==> config.mk <==
export PLATFORM = sky130hd
export DESIGN_NAME = prog_loader_ctrl
export DESIGN_NICKNAME = d
export VERILOG_FILES = /design/src/rtl/loader_pkg.sv /design/src/rtl/loader_watchdog.sv /design/src/rtl/prog_loader_ctrl.sv
export SDC_FILE = /design/constraint.sdc
export NUM_CORES = 1
export LEC_CHECK = 0
export ABC_AREA = 1
export CAP_MARGIN = 5
export CORE_UTILIZATION = 44
export CTS_CLUSTER_SIZE = 16
export DETAILED_ROUTE_END_ITERATION = 8
export GPL_TIMING_DRIVEN = 0
export MAX_ROUTING_LAYER = met4
export PLACE_DENSITY = 0.83
export SYNTH_ARGS = -nofsm -noshare
export SYNTH_HDL_FRONTEND = slang
export SYNTH_SLANG_ARGS = --single-unit
==> constraint.sdc <==
create_clock -name clk_i -period 1.47 [get_ports clk_i]
set_input_delay 0.294 -clock clk_i [delete_from_list [all_inputs] [get_ports clk_i]]
set_output_delay 0.294 -clock clk_i [all_outputs]
set_load 0.01 [all_outputs]
==> src/rtl/loader_pkg.sv <==
// loader_pkg: shared state encoding and default widths for the SAP-1.5 program loader.
package loader_pkg;
  typedef enum logic [2:0] {IDLE, CLEAR, LOAD, VERIFY, RUN, DONE, TIMEOUT} loader_state_t;
  localparam int ADDR_W_DEF = 4;
  localparam int DATA_W_DEF = 8;
  localparam int CYC_W_DEF = 8;
endpackage

==> src/rtl/loader_watchdog.sv <==
// loader_watchdog: saturating run-cycle counter with clear and budget expiry (budget 0 never expires).
module loader_watchdog #(
  parameter int CYC_W = 8
) (
  input  logic             clk_i,
  input  logic             reset_i,
  input  logic             en_i,
  input  logic             clr_i,
  input  logic [CYC_W-1:0] budget_i,
  output logic [CYC_W-1:0] count_o,
  output logic             expire_o
);
  logic [CYC_W-1:0] count_q, count_d;
  always_comb count_d = clr_i ? '0 : (en_i && !(&count_q)) ? count_q + 1'b1 : count_q;
  always_ff @(posedge clk_i) begin
    if (reset_i) count_q <= '0;
    else count_q <= count_d;
  end
  assign count_o = count_q;
  assign expire_o = (budget_i != '0) && (count_q == budget_i - 1'b1);
endmodule

==> src/rtl/prog_loader_ctrl.sv <==
// prog_loader_ctrl: SAP-1.5 loader that clears RAM, streams a program in, then runs the CPU to HLT or budget.
// Define LOADER_READBACK_EN to add a post-load readback check (VERIFY) with ram_rdata_i/verify_err_o.
module prog_loader_ctrl
  import loader_pkg::*;
#(
  parameter int ADDR_W = ADDR_W_DEF,
  parameter int DATA_W = DATA_W_DEF,
  parameter int CYC_W = CYC_W_DEF,
  parameter logic [DATA_W-1:0] CLR_VAL = '0
) (
  input  logic              clk_i,
  input  logic              reset_i,
  input  logic              start_i,
  input  logic [ADDR_W-1:0] base_addr_i,
  input  logic [ADDR_W:0]   len_i,
  input  logic [CYC_W-1:0]  max_cycles_i,
  input  logic              in_valid_i,
  input  logic [DATA_W-1:0] in_data_i,
  output logic              in_ready_o,
  output logic              ram_we_o,
  output logic [ADDR_W-1:0] ram_addr_o,
  output logic [DATA_W-1:0] ram_wdata_o,
  output logic              cpu_reset_o,
  input  logic              cpu_halt_i,
  output logic              busy_o,
  output logic              done_o,
  output logic              timeout_o,
  output logic [CYC_W-1:0]  cycle_count_o
`ifdef LOADER_READBACK_EN
  ,
  input  logic [DATA_W-1:0] ram_rdata_i,
  output logic              verify_err_o
`endif
);
  localparam logic [ADDR_W:0] DEPTH = {1'b1, {ADDR_W{1'b0}}};
  loader_state_t state_q;
  logic [ADDR_W-1:0] base_q, ptr_q;
  logic [ADDR_W:0] len_q, rem_q;
  logic [CYC_W-1:0] max_q;
  logic start_ok, xfer, expire;
  assign start_ok = start_i && (state_q == IDLE || state_q == DONE || state_q == TIMEOUT);
  assign xfer = state_q == LOAD && in_valid_i;
`ifdef LOADER_READBACK_EN
  logic [DATA_W-1:0] shadow_q, acc_q;
  logic verr_q;
  assign verify_err_o = verr_q;
`endif
  always_ff @(posedge clk_i) begin
    if (reset_i) begin
      state_q <= IDLE;
      base_q <= '0;
      ptr_q <= '0;
      len_q <= '0;
      rem_q <= '0;
      max_q <= '0;
`ifdef LOADER_READBACK_EN
      shadow_q <= '0;
      acc_q <= '0;
      verr_q <= 1'b0;
`endif
    end else begin
      if (start_ok) begin
        state_q <= CLEAR;
        base_q <= base_addr_i;
        len_q <= len_i > DEPTH ? DEPTH : len_i;
        max_q <= max_cycles_i;
        ptr_q <= '0;
`ifdef LOADER_READBACK_EN
        shadow_q <= '0;
        acc_q <= '0;
        verr_q <= 1'b0;
`endif
      end
      case (state_q)
        CLEAR: begin
          ptr_q <= ptr_q + 1'b1;
          if (&ptr_q) begin
            ptr_q <= base_q;
            rem_q <= len_q;
            state_q <= len_q == '0 ? RUN : LOAD;
          end
        end
        LOAD: if (in_valid_i) begin
          ptr_q <= ptr_q + 1'b1;
          rem_q <= rem_q - 1'b1;
`ifdef LOADER_READBACK_EN
          shadow_q <= shadow_q ^ in_data_i;
`endif
          if (rem_q == (ADDR_W + 1)'(1)) begin
`ifdef LOADER_READBACK_EN
            state_q <= VERIFY;
            ptr_q <= base_q;
            rem_q <= '0;
`else
            state_q <= RUN;
`endif
          end
        end
`ifdef LOADER_READBACK_EN
        // rem_q counts issued reads; data for the previous address arrives one cycle later
        VERIFY: begin
          ptr_q <= ptr_q + 1'b1;
          rem_q <= rem_q + 1'b1;
          if (rem_q != '0) acc_q <= acc_q ^ ram_rdata_i;
          if (rem_q == len_q) begin
            verr_q <= (acc_q ^ ram_rdata_i) != shadow_q;
            state_q <= (acc_q ^ ram_rdata_i) != shadow_q ? TIMEOUT : RUN;
          end
        end
`endif
        RUN: begin
          if (cpu_halt_i) state_q <= DONE;
          else if (expire) state_q <= TIMEOUT;
        end
        default: ;
      endcase
    end
  end
  loader_watchdog #(.CYC_W(CYC_W)) u_wd (
    .clk_i    (clk_i),
    .reset_i  (reset_i),
    .en_i     (state_q == RUN),
    .clr_i    (start_ok),
    .budget_i (max_q),
    .count_o  (cycle_count_o),
    .expire_o (expire)
  );
  assign in_ready_o = state_q == LOAD;
  assign ram_we_o = !reset_i && (state_q == CLEAR || xfer);
  assign ram_addr_o = (state_q == CLEAR || state_q == LOAD || state_q == VERIFY) ? ptr_q : '0;
  assign ram_wdata_o = xfer ? in_data_i : state_q == CLEAR ? CLR_VAL : '0;
  assign cpu_reset_o = !(state_q == RUN || state_q == DONE);
  assign busy_o = state_q == CLEAR || state_q == LOAD || state_q == VERIFY || state_q == RUN;
  assign done_o = state_q == DONE;
  assign timeout_o = state_q == TIMEOUT;
endmodule

run_1/final_placement.png
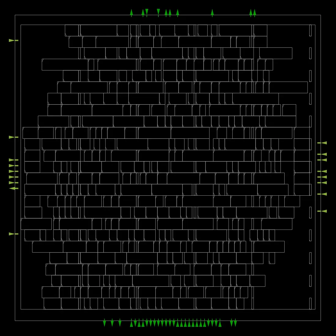
Core ar.: 4790 um^2
fillcell total: 283
fin util: 0.772
Rows: 25

run_1/wire_density.png
The die is cut into 15 by 15 equal tiles; dark blue is low, red is high, scaled to the fullest tile. Values are wire area over tile area, all layers added.
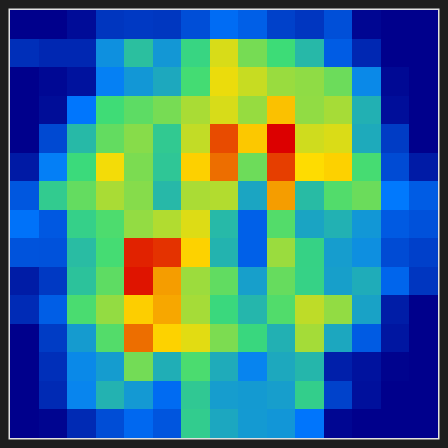
13% of the tiles are nearly empty. The fullest tile reaches 0.75. The densest ninth of the die: middle. The emptiest ninth of the die: bottom right.

run_1/registers.png
Scale bar: 20 um. Other sequential cells in the stronger gray, the rest of the logic in the fainter gray.
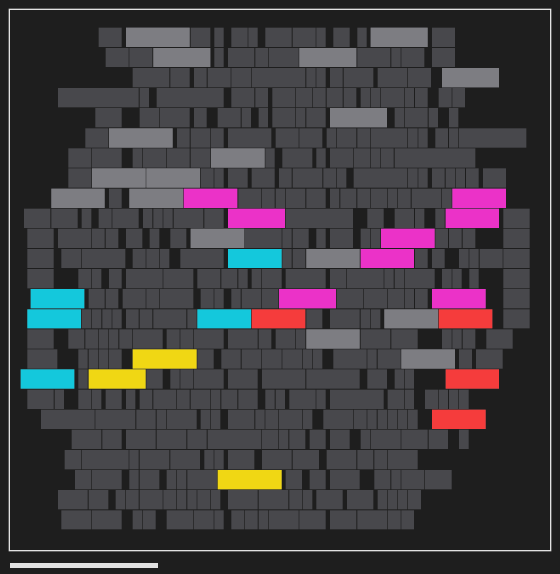
Key: red = base_q [flops 4]; cyan = rem_q [flops 5]; magenta = max_q [flops 8]; yellow = state_q [flops 3]
Another 17 sequential cells are not colored.
register share of the cell area: 0.207
Seq. cell area: 766 um^2
Seq. pwr: 1120 uW

run_1/drive_strength.png
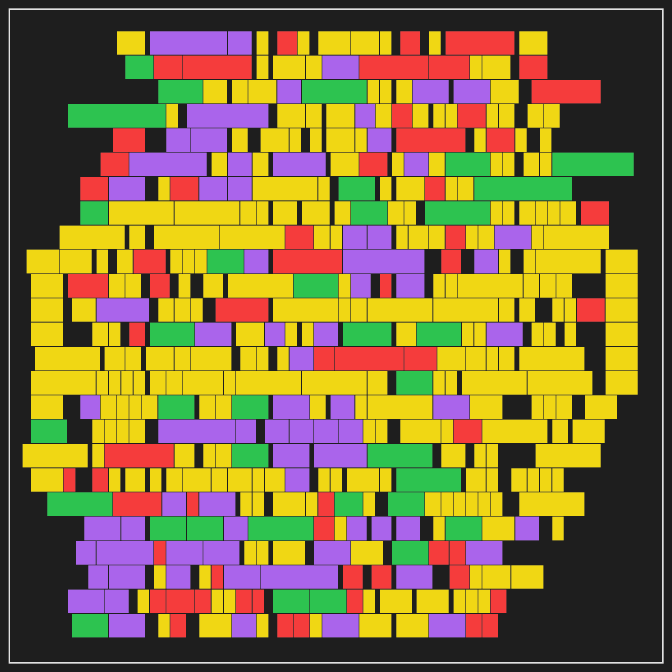
Key: red = drive 2 [cells 61, share 14%, most used buf_2]; green = drive 6 and up [cells 34, share 7.9%, most used buf_6]; yellow = drive 1 or less [cells 265, share 61%, most used nand2_1]; purple = drive 3 to 4 [cells 72, share 17%, most used buf_4]

==> run summary, run 1 <==
Post-Synth XOR/XNOR Area: 0.0355
Yosys warnings: 0
setup bufs post-CTS: 16
clock group share of total power: 0.353
failing checks: negative setup slack
H-tree levels: 2
Final HPWL DP: 4210 um
gr busiest metal: met2
flop count: 37
Synth Net Count: 363
crit-path max cell delay: 0.36 ns
RSZ-0062 raised after global routing: true
deepest clock path buffer count: 2
switching part of the total: 0.317
TritonCTS Buffers: 5
Slew headroom: 0.587
WL per Instance: 17.1 um
Netlist Area Pre-Place: 2220 um^2
Crit. Startpoint: max_q[1]
Hold Vio Cnt, Final: 0
initial DRC count: 377
non-filler instance count after layout: 499
Finish-stage setup viols: 52
Pint: 2170 uW
sw power: 1010 uW
PD cells: 859 nW/um^2
Clock buf/inv share: 0.0373
Comb power frac: 0.294
worst reg2reg setup slack: -0.34 ns
Repair and plain buffers: 101
multi-input gates: 229
met2 WL: 4110 um
Distinct lib cells used: 39
top fanout value on the critical path: 2
Comb/total area: 0.411
Pre-Place Util: 0.464
Nets: 466
DR vias: 2,809
Main logic family: simple AND/OR/NAND/NOR gates
Comb power: 933 uW
global-route wire length before repair: 10,100 um
Max IR drop VDD: 0.617 mV
clock skew: 0.00979 ns
status: complete, but fails checks
layout cells sized above 1: 0.387
Top cell excl fill/tap: nand2_1
ys flops: 37
Least-Margin Pin Slew: 0.619 ns
Die ar.: 5340 um^2
post-layout period usage of the worst path: 1.23
hold endpoint: len_q[3]
DR pass1 iterations: 5
gr ovfl total: 0
EDFF count, synth: 0
Finished Cell Area: 3690 um^2
CTS resizes: 134
Max-Cap Viols: 0
highest metal used: met4
Placed Instance Area: 2860 um^2
M2 GR Usage: 0.406
Signal inverters: 57
Top FF cell, synth: dfxtp_1
critical path data required time: 1.72 ns
hold_sp: len_q[3]
share of power burned in registers: 0.353
critical path depth: 13
Worst Setup EP: state_q[1]
layout clock buffer count: 5
IO Count: 56
yosys cell count: 328
Top cell area share: 0.333
top cells by count: nand2_1 (53), nor2_1 (48), inv_1 (47), dfxtp_1 (37), o21ai_0 (25)
Die Y: 73.1 um
port bufs: 55
Final WS setup: -0.342 ns
routability cong.: 0.910
Power Clock: 1120 uW
Worst R2R Path Depth: 13
run_1/clock_map.png
Scale bar: 20 um.
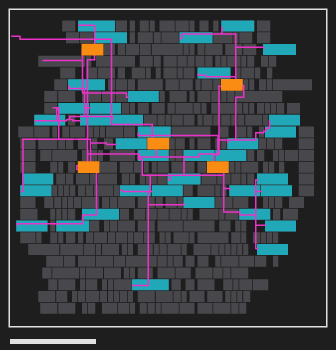

==> run 1 -> run 2 <==
--- a/config.mk
+++ b/config.mk
@@ -7,12 +7,13 @@
 export LEC_CHECK = 0
 export ABC_AREA = 1
 export CAP_MARGIN = 5
-export CORE_UTILIZATION = 44
+export CORE_MARGIN = 3
+export CORE_UTILIZATION = 34
 export CTS_CLUSTER_SIZE = 16
 export DETAILED_ROUTE_END_ITERATION = 8
 export GPL_TIMING_DRIVEN = 0
 export MAX_ROUTING_LAYER = met4
-export PLACE_DENSITY = 0.83
+export PLACE_DENSITY = 0.68
 export SYNTH_ARGS = -nofsm -noshare
 export SYNTH_HDL_FRONTEND = slang
 export SYNTH_SLANG_ARGS = --single-unit
run_2/clock_map.png
Scale bar: 20 um.
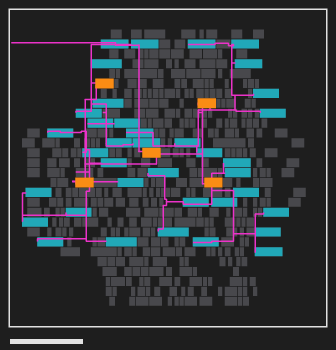
Key: magenta = clock wires [length 541 um]; orange = cells driving clock nets [count 5]; cyan = flip-flops [count 37]
There are 6 routed clock nets.
worst skew pair latency: 0.30 ns
clock skew: 0.0105 ns

run_2/drive_strength.png
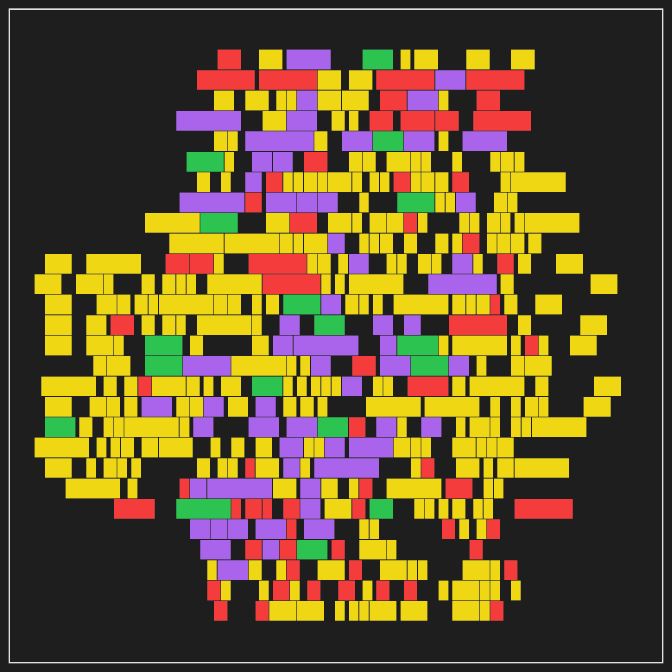
Key: red = drive 2 [cells 63, share 15%, most used buf_2]; purple = drive 3 to 4 [cells 59, share 14%, most used buf_4]; green = drive 6 and up [cells 17, share 4.1%]; yellow = drive 1 or less [cells 279, share 67%, most used nand2_1]

==> run summary, run 2 <==
Top cell excl fill/tap: nand2_1
Least-Margin Pin Slew: 0.504 ns
Top FF cell, synth: dfxtp_1
fillcell total: 580
deepest clock path buffer count: 2
Yosys warnings: 0
Seq. cell area: 771 um^2
met2 WL: 3030 um
fin util: 0.544
switching part of the total: 0.308
TritonCTS Buffers: 5
setup bufs post-CTS: 20
critical path depth: 6
crit-path max cell delay: 0.51 ns
top cells by count: nand2_1 (53), nor2_1 (48), inv_1 (47), dfxtp_1 (37), o21ai_0 (25)
port bufs: 55
flop count: 37
Comb/total area: 0.419
WL per Instance: 12.9 um
Repair and plain buffers: 89
Crit. Startpoint: in_valid_i
Pre-Place Util: 0.362
PD cells: 778 nW/um^2
status: complete, but fails checks
hold_sp: base_q[1]
failing checks: negative setup slack
RSZ-0062 raised after global routing: true
CTS resizes: 133
Final WS setup: -0.179 ns
Comb power frac: 0.263
DR vias: 2,425
post-layout period usage of the worst path: 1.12
ys flops: 37
Netlist Area Pre-Place: 2220 um^2
clock group share of total power: 0.310
Seq. pwr: 1110 uW
layout cells sized above 1: 0.333
Finished Cell Area: 3340 um^2
sw power: 800 uW
Finish-stage setup viols: 24
Power figures rest on the tool's default switching activity, not on a simulated workload.
